<file path="config.mk">
export PLATFORM = sky130hd
export DESIGN_NAME = imem_loader_flat
export DESIGN_NICKNAME = d
export VERILOG_FILES = /design/src/rtl/imem_loader_if.sv /design/src/rtl/imem_loader.sv /design/src/flat_wrapper.sv
export SDC_FILE = /design/constraint.sdc
export NUM_CORES = 1
export LEC_CHECK = 0
export CORE_MARGIN = 2
export CORE_UTILIZATION = 30
export CTS_CLUSTER_SIZE = 16
export DETAILED_ROUTE_END_ITERATION = 10
export GPL_TIMING_DRIVEN = 0
export PLACE_DENSITY = 0.61
export SYNTH_ARGS = -nofsm -noshare
export SYNTH_HDL_FRONTEND = slang
export SYNTH_SLANG_ARGS = --single-unit
</file>
<file path="constraint.sdc">
create_clock -name clk -period 4.68 [get_ports clk]
set_input_delay 1.404 -clock clk [delete_from_list [all_inputs] [get_ports clk]]
set_output_delay 1.404 -clock clk [all_outputs]
set_load 0.005 [all_outputs]
</file>
<file path="src/rtl/imem_loader_if.sv">
// rtl/imem_loader_if.sv - byte-stream and instruction-memory write port bundle for imem_loader
// master is the loader side; slave is the byte source / memory side.
interface imem_loader_if #(
  parameter int addr_width = 32,
  parameter int data_width = 32
);
  logic                  in_valid;
  logic [7:0]            in_byte;
  logic                  in_ready;
  logic                  mem_we;
  logic [addr_width-1:0] mem_addr;
  logic [data_width-1:0] mem_wdata;

  modport master (
    input  in_valid,
    input  in_byte,
    output in_ready,
    output mem_we,
    output mem_addr,
    output mem_wdata
  );

  modport slave (
    output in_valid,
    output in_byte,
    input  in_ready,
    input  mem_we,
    input  mem_addr,
    input  mem_wdata
  );
endinterface

</file>
<file path="src/rtl/imem_loader.sv">
// rtl/imem_loader.sv - packs a byte stream little-endian into words and writes them to instruction memory
// Holds the core stalled through busy while a program is loading.
module imem_loader #(
  parameter int addr_width  = 32,
  parameter int data_width  = 32,
  parameter int DEPTH_WORDS = 8
) (
  input  logic                  clk,
  input  logic                  rst_n,
  input  logic                  i_start,
  input  logic [addr_width-1:0] i_num_words,
  imem_loader_if.master         bus,
  output logic                  o_busy,
  output logic                  o_done,
  output logic                  o_error
);

  typedef enum logic [1:0] {
    S_IDLE  = 2'd0,
    S_LOAD  = 2'd1,
    S_WRITE = 2'd2,
    S_DONE  = 2'd3
  } state_t;

  state_t                r_state;
  state_t                w_state_nxt;
  logic [1:0]            r_byte_cnt;
  logic [1:0]            w_byte_cnt_nxt;
  // Only the first three bytes are buffered; the fourth goes straight into the write word.
  logic [data_width-9:0] r_buf;
  logic [data_width-9:0] w_buf_nxt;
  logic [addr_width-1:0] r_word_idx;
  logic [addr_width-1:0] w_word_idx_nxt;
  logic [addr_width-1:0] w_word_idx_inc;
  logic [addr_width-1:0] r_count;
  logic [addr_width-1:0] w_count_nxt;
  logic [addr_width-1:0] r_mem_addr;
  logic [addr_width-1:0] w_mem_addr_nxt;
  logic [data_width-1:0] r_mem_wdata;
  logic [data_width-1:0] w_mem_wdata_nxt;
  logic                  r_done;
  logic                  w_done_nxt;
  logic                  r_error;
  logic                  w_error_nxt;

  assign w_word_idx_inc = r_word_idx + addr_width'(1);

  always_ff @(posedge clk or negedge rst_n) begin
    if (!rst_n) begin
      r_state     <= S_IDLE;
      r_byte_cnt  <= 2'd0;
      r_buf       <= '0;
      r_word_idx  <= '0;
      r_count     <= '0;
      r_mem_addr  <= '0;
      r_mem_wdata <= '0;
      r_done      <= 1'b0;
      r_error     <= 1'b0;
    end else begin
      r_state     <= w_state_nxt;
      r_byte_cnt  <= w_byte_cnt_nxt;
      r_buf       <= w_buf_nxt;
      r_word_idx  <= w_word_idx_nxt;
      r_count     <= w_count_nxt;
      r_mem_addr  <= w_mem_addr_nxt;
      r_mem_wdata <= w_mem_wdata_nxt;
      r_done      <= w_done_nxt;
      r_error     <= w_error_nxt;
    end
  end

  always_comb begin
    w_state_nxt     = r_state;
    w_byte_cnt_nxt  = r_byte_cnt;
    w_buf_nxt       = r_buf;
    w_word_idx_nxt  = r_word_idx;
    w_count_nxt     = r_count;
    w_mem_addr_nxt  = r_mem_addr;
    w_mem_wdata_nxt = r_mem_wdata;
    w_done_nxt      = 1'b0;
    w_error_nxt     = 1'b0;

    case (r_state)
      S_IDLE: begin
        if (i_start) begin
          if (i_num_words == '0) begin
            w_done_nxt = 1'b1;
          end else if (i_num_words > addr_width'(DEPTH_WORDS)) begin
            w_error_nxt = 1'b1;
          end else begin
            w_count_nxt    = i_num_words;
            w_word_idx_nxt = '0;
            w_byte_cnt_nxt = 2'd0;
            w_state_nxt    = S_LOAD;
          end
        end
      end

      S_LOAD: begin
        if (bus.in_valid) begin
          w_byte_cnt_nxt = r_byte_cnt + 2'd1;
          case (r_byte_cnt)
            2'd0: w_buf_nxt[7:0]   = bus.in_byte;
            2'd1: w_buf_nxt[15:8]  = bus.in_byte;
            2'd2: w_buf_nxt[23:16] = bus.in_byte;
            default: begin
              w_mem_wdata_nxt = {bus.in_byte, r_buf};
              w_mem_addr_nxt  = r_word_idx;
              w_state_nxt     = S_WRITE;
            end
          endcase
        end
      end

      S_WRITE: begin
        w_word_idx_nxt = w_word_idx_inc;
        if (w_word_idx_inc == r_count) begin
          w_done_nxt  = 1'b1;
          w_state_nxt = S_DONE;
        end else begin
          w_state_nxt = S_LOAD;
        end
      end

      default: begin
        w_state_nxt = S_IDLE;
      end
    endcase
  end

  assign bus.in_ready  = (r_state == S_LOAD);
  assign bus.mem_we    = (r_state == S_WRITE);
  assign bus.mem_addr  = r_mem_addr;
  assign bus.mem_wdata = r_mem_wdata;
  assign o_busy        = (r_state != S_IDLE);
  assign o_done        = r_done;
  assign o_error       = r_error;

endmodule

</file>
<file path="src/flat_wrapper.sv">
// flat-port wrapper written by rule: the top's interface ports become plain ports
module imem_loader_flat 
#(
  parameter int addr_width  = 32,
  parameter int data_width  = 32,
  parameter int DEPTH_WORDS = 8
)
  (clk, rst_n, i_start, i_num_words, o_busy, o_done, o_error, bus_in_valid, bus_in_byte, bus_in_ready, bus_mem_we, bus_mem_addr, bus_mem_wdata);
  imem_loader_if #(.addr_width(addr_width), .data_width(data_width)) bus_i ();
  input  logic clk;
  input  logic rst_n;
  input  logic i_start;
  input  logic [addr_width-1:0] i_num_words;
  output logic o_busy;
  output logic o_done;
  output logic o_error;
  input wire logic [$bits(bus_i.in_valid)-1:0] bus_in_valid;
  input wire logic [$bits(bus_i.in_byte)-1:0] bus_in_byte;
  output wire logic [$bits(bus_i.in_ready)-1:0] bus_in_ready;
  output wire logic [$bits(bus_i.mem_we)-1:0] bus_mem_we;
  output wire logic [$bits(bus_i.mem_addr)-1:0] bus_mem_addr;
  output wire logic [$bits(bus_i.mem_wdata)-1:0] bus_mem_wdata;
  assign bus_i.in_valid = bus_in_valid;
  assign bus_i.in_byte = bus_in_byte;
  assign bus_in_ready = bus_i.in_ready;
  assign bus_mem_we = bus_i.mem_we;
  assign bus_mem_addr = bus_i.mem_addr;
  assign bus_mem_wdata = bus_i.mem_wdata;
  imem_loader #(.addr_width(addr_width), .data_width(data_width), .DEPTH_WORDS(DEPTH_WORDS)) u_core (.clk(clk), .rst_n(rst_n), .i_start(i_start), .i_num_words(i_num_words), .bus(bus_i), .o_busy(o_busy), .o_done(o_done), .o_error(o_error));
endmodule
</file>
Cell outlines without signal wires:
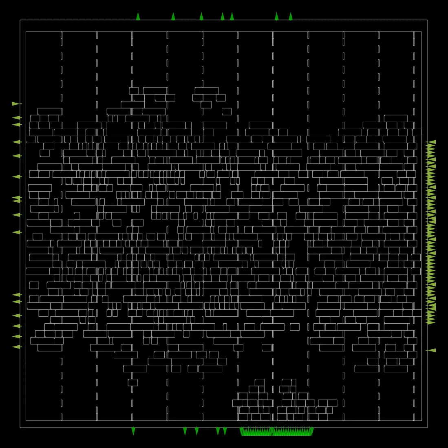
standard-cell rows: 56
number of sequential cells: 158
fin cells: 1101
final core area utilization: 0.400

Gate-type map:
(3 px per µm)
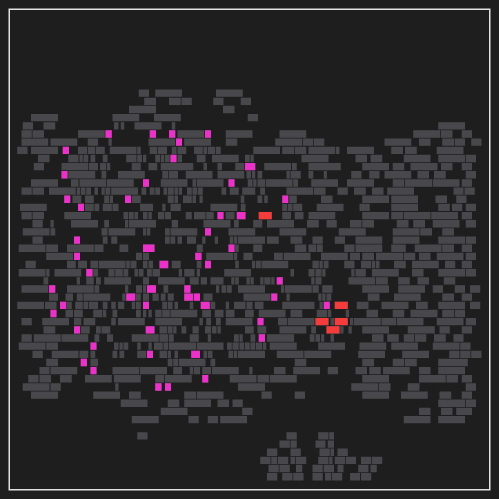
AND and OR gates: in magenta, cells 51. adder and majority cells: in red, cells 5.

==> flow_summary.yaml <==
# physical design summary
status:
  status: "finished, final reports clean"
clocking:
  cts_tree: "yes"
  cts.sinks: 158
  cts_setup_buffers: 0
  clockBufferDepth: 2
  cts-htree-levels: 4
  cts_resized: 0
  insertion_delay_ns: 0.43
  cts_hold_buffers: 0
  clk_pin_slew_ns: 0.06
  numCtsBuffers: 17
  cts_root_buf: "clkbuf_16"
routing:
  route.detailed.drc: 0
  detail-route-antenna-nets: 0
  highest_layer: "met4"
  dr_wl_met3_um: 1010
  dr_wl_met2_um: 8300
  wl_um: 18900
  wl_per_cell_um: 17.2
  avgViaCountPerCell: 4.98
  via_count: 5479
critical_path:
  worstSetupStartpoint: "u_core.r_state[0]$_DFFE_PN0P_"
  cp-endpoint: "bus_mem_we"
  worst-path-max-fanout: 10
  worstSetupPathType: "reg2out"
layout:
  fin_area_mm2: 0.00944
  regArea_mm2: 0.00395
  dominant_cells: "sequential cells"
  sh_seq_area: 0.419
  synthToLayoutAreaGrowth_pct: 29.8
  clk_share: 0.0651
  buffers: 150
  clock_buffers: 19
  num_antenna_cells: 0
  comb_area_mm2: 0.00314
placed_design:
  io_buffers: 112
  placed_cell_area_mm2: 0.00882
  gp_congestion: 0.857
  pre_cts_ws_ns: 0.538
yosys:
  top_area_frac: 0.544
  area_leaders: "dfrtp_1 (54%), mux2_2 (14%), o21ai_0 (3.4%)"
  ys_sh_adder: 0.00861
  yosys_cells: 638
  largest_area_cell: "dfrtp_1"
  yosysSeqAreaShare: 0.544
  aoi_share: 0.0849
  top_cell: "dfrtp_1"
  mux_area_frac: 0.140
  ys_sh_xor: 0.0530
  numSynthFlops: 158
  synthTopCellsByCount: "dfrtp_1 (158), mux2_2 (88), o21ai_0 (50)"
pwr:
  maxPowerGroup: "sequential cells"
  p_leak_nw: 3.96
  peakVddDrop_mv: 0.261
  power.switching_mw: 1.82
  intPower_mw: 3.80
  pg_seq_mw: 2.22
  pwr-share-seq: 0.396
  clk-power_mw: 1.45
global_route:
  grt-ovfl-total: 0
  busiest_layer: "met1"
  antenna_found_initial: 0
  groute.usage.overall: 0.152
  use_met1: 0.223
  grt_pass1_wl_um: 30400
  grt_pass1_vias: 5350
  use_met2: 0.223
timing:
  slew_viol_final: 0
  relSlewSlack: 0.269
  max_freq_mhz: 268
  fin_tns_setup_ns: 0
  worstMarginPinSlew_ns: 1.09
  fin_crit_ns: 3.73
  fin_skew_ns: 0.00998
  hold_viol_final: 0
  setup_viol: 0
floorplanning:
  die_height_um: 160
  taps: 319
  ios: 113
  die_width_um: 160
min_path:
  worstHoldStart: "u_core.bus.mem_addr[15]$_DFFE_PN0P_"
  hold_path_class: "reg2reg"
  hold_depth: 2
flow_run:
  drv_cap: 0
  warnings: 29
Pin placement:
(3 px per µm) Pins as bars across the die edge, other pins in grey.
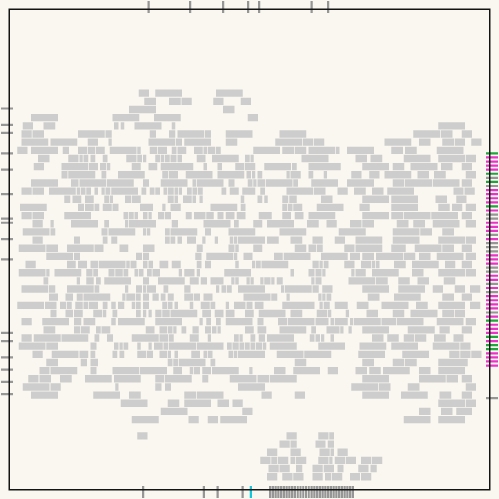
bus_mem_wdata: in magenta, pins 32, direction output, edge right. bus_in_byte: in green, pins 8, direction input, edge right. o_done: in cyan, pins 1, direction output, edge bottom.
All pins by edge: 54 right, 36 bottom, 16 left, 7 top.

Cell sizes after repair:
(3 px per µm)
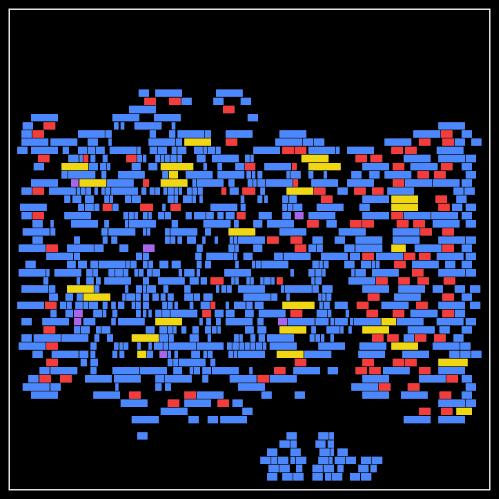
_0 and _1 cells: in blue, cells 645, share 82%, most used dfrtp_1. _3 and _4 cells: in purple, cells 7, share 0.90%. _6 and larger: in yellow, cells 26, share 3.3%, most used clkbuf_16. _2 cells: in red, cells 104, share 13%, most used mux2_2.

## cell usage in the layout (no fill, tap or decap), types with 11 or more instances in the layout
cell / n
dfrtp_1: 158
clkdlybuf4s50_1: 111
mux2_2: 88
o21ai_0: 50
nand2_1: 35
and2_1: 31
clkbuf_1: 29
nor2_1: 28
nand3_1: 24
xnor2_1: 24
xor2_1: 20
nor4_1: 18
clkbuf_16: 17
nand4_1: 16
a21oi_1: 14
o31ai_1: 12
nor3_1: 11
## sequential cells by signal (all words and copies together) (netlist names)
| name | count |
|---|---|
| u_core.bus.mem_wdata | 32 |
| u_core.r_state | 2 |
| u_core.r_count | 32 |
| u_core.r_buf | 24 |
| u_core.r_byte_cnt | 2 |
| u_core.r_word_idx | 32 |
| u_core.bus.mem_addr | 32 |
| u_core.o_done | 1 |
| u_core.o_error | 1 |
Power and IR drop assume default switching activity.
